### src/rtl/rsff_drv.sv
// rsff_drv: drives the S/R inputs of an external RS flip-flop with a timed
// pulse, waits through an S=R=0 hold gap, then confirms the requested state
// from the Q feedback, reporting done (and err on timeout).
// Optional feature macro: RSFF_DRV_QBAR_CHK_EN -- when defined, an illegal
// feedback pair (qbar_fb == q_fb) aborts the check with an error and blocks
// the no-pulse shortcut; when undefined, qbar_fb is ignored.
module rsff_drv #(
  parameter int PULSE_W = 2,
  parameter int HOLD_W  = 1,
  parameter int TIMEOUT = 4
) (
  input  logic clk,
  input  logic rst,
  input  logic req_valid,
  input  logic req_set,
  output logic req_ready,
  input  logic q_fb,
  input  logic qbar_fb,
  output logic S,
  output logic R,
  output logic busy,
  output logic done,
  output logic err
);

  typedef enum logic [2:0] {
    IDLE  = 3'd0,
    SKIP  = 3'd1,
    PULSE = 3'd2,
    HOLD  = 3'd3,
    CHECK = 3'd4
  } state_t;

  // Terminal counts: each state ends on the edge where cnt reaches its last value.
  localparam logic [7:0] PULSE_LAST = 8'(PULSE_W - 1);
  localparam logic [7:0] HOLD_LAST  = 8'(HOLD_W - 1);
  localparam logic [7:0] TO_LAST    = 8'(TIMEOUT - 1);
  localparam bit         HAS_HOLD   = (HOLD_W > 0);

  state_t     state, state_nx;
  logic [7:0] cnt, cnt_nx;
  logic       target, target_nx;
  logic       s_nx, r_nx, done_nx, err_nx;
  logic       fb_legal;

`ifdef RSFF_DRV_QBAR_CHK_EN
  // Complementary outputs are the only legal flip-flop feedback.
  assign fb_legal = (qbar_fb != q_fb);
`else
  logic unused_qbar;
  assign unused_qbar = qbar_fb;
  assign fb_legal    = 1'b1;
`endif

  // State register plus registered drive/status outputs; reset drops S/R at once.
  always_ff @(posedge clk or posedge rst) begin
    if (rst) begin
      state  <= IDLE;
      cnt    <= 8'd0;
      target <= 1'b0;
      S      <= 1'b0;
      R      <= 1'b0;
      done   <= 1'b0;
      err    <= 1'b0;
    end else begin
      state  <= state_nx;
      cnt    <= cnt_nx;
      target <= target_nx;
      S      <= s_nx;
      R      <= r_nx;
      done   <= done_nx;
      err    <= err_nx;
    end
  end

  // Next-state logic: sequence accept -> pulse -> hold -> check, or shortcut via SKIP.
  always_comb begin
    state_nx  = state;
    cnt_nx    = cnt + 8'd1;
    target_nx = target;
    s_nx      = 1'b0;
    r_nx      = 1'b0;
    done_nx   = 1'b0;
    err_nx    = 1'b0;
    case (state)
      IDLE: begin
        cnt_nx = 8'd0;
        if (req_valid) begin
          target_nx = req_set;
          if ((q_fb == req_set) && fb_legal) begin
            state_nx = SKIP;
          end else begin
            state_nx = PULSE;
            s_nx     = req_set;
            r_nx     = ~req_set;
          end
        end
      end
      SKIP: begin
        state_nx = IDLE;
        cnt_nx   = 8'd0;
        done_nx  = 1'b1;
      end
      PULSE: begin
        if (cnt == PULSE_LAST) begin
          cnt_nx = 8'd0;
          if (HAS_HOLD) begin
            state_nx = HOLD;
          end else begin
            state_nx = CHECK;
          end
        end else begin
          s_nx = S;
          r_nx = R;
        end
      end
      HOLD: begin
        if (cnt == HOLD_LAST) begin
          cnt_nx   = 8'd0;
          state_nx = CHECK;
        end
      end
      CHECK: begin
        if (!fb_legal) begin
          state_nx = IDLE;
          cnt_nx   = 8'd0;
          done_nx  = 1'b1;
          err_nx   = 1'b1;
        end else if (q_fb == target) begin
          state_nx = IDLE;
          cnt_nx   = 8'd0;
          done_nx  = 1'b1;
        end else if (cnt == TO_LAST) begin
          state_nx = IDLE;
          cnt_nx   = 8'd0;
          done_nx  = 1'b1;
          err_nx   = 1'b1;
        end
      end
      default: begin
        state_nx = IDLE;
        cnt_nx   = 8'd0;
      end
    endcase
  end

  // Handshake outputs decoded from the current state.
  always_comb begin
    req_ready = (state == IDLE);
    busy      = (state != IDLE);
  end

endmodule

### config.mk
export PLATFORM = sky130hd
export DESIGN_NAME = rsff_drv
export DESIGN_NICKNAME = d
export VERILOG_FILES = /design/src/rtl/rsff_drv.sv
export SDC_FILE = /design/constraint.sdc
export NUM_CORES = 1
export LEC_CHECK = 0
export CAP_MARGIN = 20
export CORE_UTILIZATION = 47
export DETAILED_ROUTE_END_ITERATION = 10
export GPL_TIMING_DRIVEN = 0
export HOLD_SLACK_MARGIN = 0.12
export PLACE_DENSITY = 0.72
export SLEW_MARGIN = 5
export SYNTH_ARGS = -nofsm -noshare
export SYNTH_HDL_FRONTEND = slang
export SYNTH_SLANG_ARGS = --single-unit
### constraint.sdc
create_clock -name clk -period 1.3 [get_ports clk]
set_input_delay 0.195 -clock clk [delete_from_list [all_inputs] [get_ports clk]]
set_output_delay 0.195 -clock clk [all_outputs]
set_load 0.01 [all_outputs]
==> impl_metrics.py <==
# Metrics from the implementation run
metrics = {
    "final_layout": {
        "non_clock_buffer_area_share_pct": 16.2,
        "layout-drive-gt1-share_pct": 40.9,
        "nNonClkInverters": 6,
        "logic_gate_count": 64,
        "final_util_pct": 72.2,
        "top_regs": "cnt x8, state x3",
        "fillers": 124,
        "biggestCellCategory": "combinational gates",
        "nNetsFinal": 127,
    },
    "power_and_ir_drop": {
        "irDropWorstVdd_uv": 1520,
        "p_comb_mw": 1.59,
        "p_int_mw": 1.61,
        "power_density_mw_per_mm2": 2070,
        "p_leak_nw": 0.593,
        "pg_clk_mw": 0.334,
        "switching_power_mw": 1.06,
    },
    "floorplanning": {
        "fp-utilization_pct": 51.3,
        "die_w_microns": 46.1,
        "fp-row-count": 15,
    },
    "timing": {
        "max_slew_margin_pct": 58.7,
        "period_used_pct": 114,
        "setup_viol": 16,
        "hold_viol_final": 0,
        "fin_crit_ns": 1.49,
        "layout_setup_ws_ns": -0.188,
        "rsz0062_at_grt": "true",
    },
    "clock_tree": {
        "cts_tree": "done",
        "ctsHoldBuffers": 0,
    },
    "worst_setup_path": {
        "critical_path_class": "reg2reg",
        "rr_startpoint": "cnt[4]",
    },
    "global_routing": {
        "grt_pass1_vias": 708,
        "grt_max_degree": 17,
    },
    "run_status": {
        "outcome": "finished, violations left",
        "violations": "negative setup slack",
    },
    "route": {
        "vias": 712,
        "drc": 0,
        "met2_length_microns": 969,
    },
    "place": {
        "placed_cells": 124,
    },
    "logic_synthesis": {
        "async_flop_share_pct": 100,
        "synth.cells.most_frequent": "16 x dfrtp_1, 9 x nor2_1, 6 x inv_1, 6 x nand3_1",
        "postSynthCellCount": 89,
        "synth_top_area_share_pct": 43.8,
    },
}
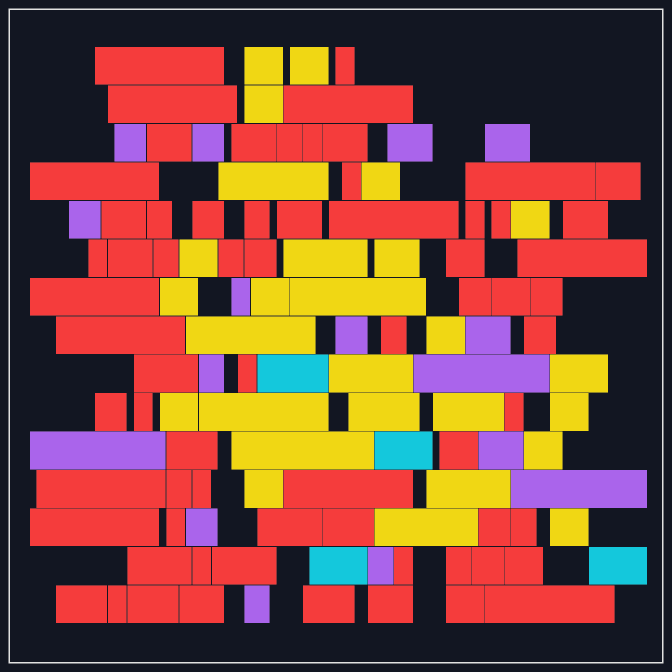
Figure 1: cells by drive strength.
yellow -> _3 and _4 cells  # cells 27, share 23%
cyan -> _6 and larger  # cells 4, share 3.5%
purple -> _2 cells  # cells 16, share 14%
red -> _0 and _1 cells  # cells 68, share 59%
area delta synth->final: 40.8%
fin area: 0.00129 sq mm
nonclk buf count: 25
worst setup margin: -0.188 ns

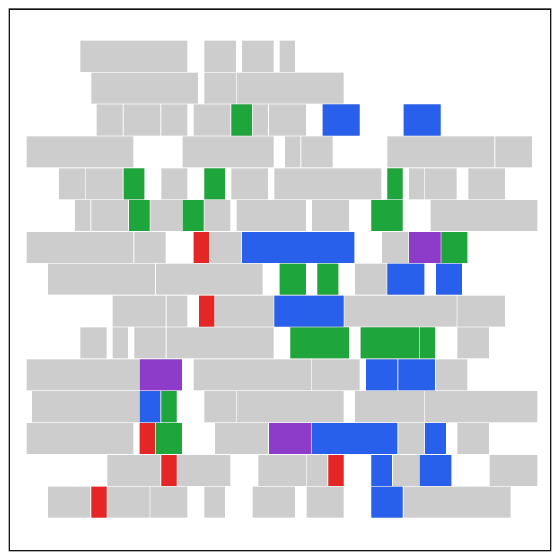
Figure 2: logic cells by family.
purple -> non-inverting ao/oa cells  # cells 3, most used a32o_1
blue -> aoi and oai cells  # cells 14, most used a21oi_2
red -> inv cells  # cells 6, most used inv_1
green -> nand cells  # cells 15, most used nand3_1
Finished Layout Cells: 140
combinational fraction of the cell area: 45.4%
Top cell excl fill/tap: dfrtp_1

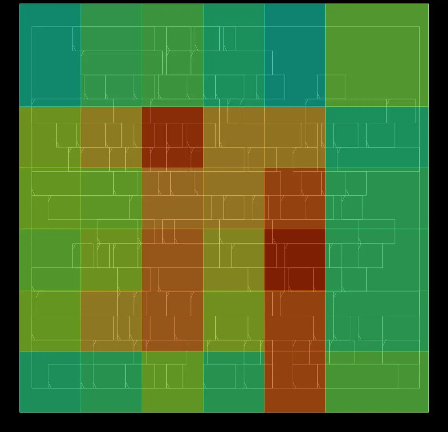
Figure 3: routing congestion map.
GR Util met2: 33.5%
Global Route Usage Sum: 20.6%
met3 Track Usage GR: 2.35%
GR peak layer: met2

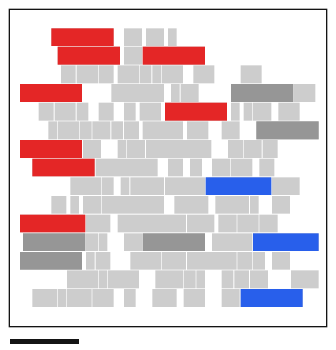
Figure 4: where the registers sit.
Bar = 10 microns. Other sequential cells in the stronger grey, the rest of the logic in the fainter grey.
red -> cnt  # sequential cells 8
blue -> state  # sequential cells 3
not coloured = 5
register area: 404 sq um
fraction of area in registers: 31.4%
sequential power: 0.748 mW

No activity file was given, so power comes from the tool's default toggle rates.
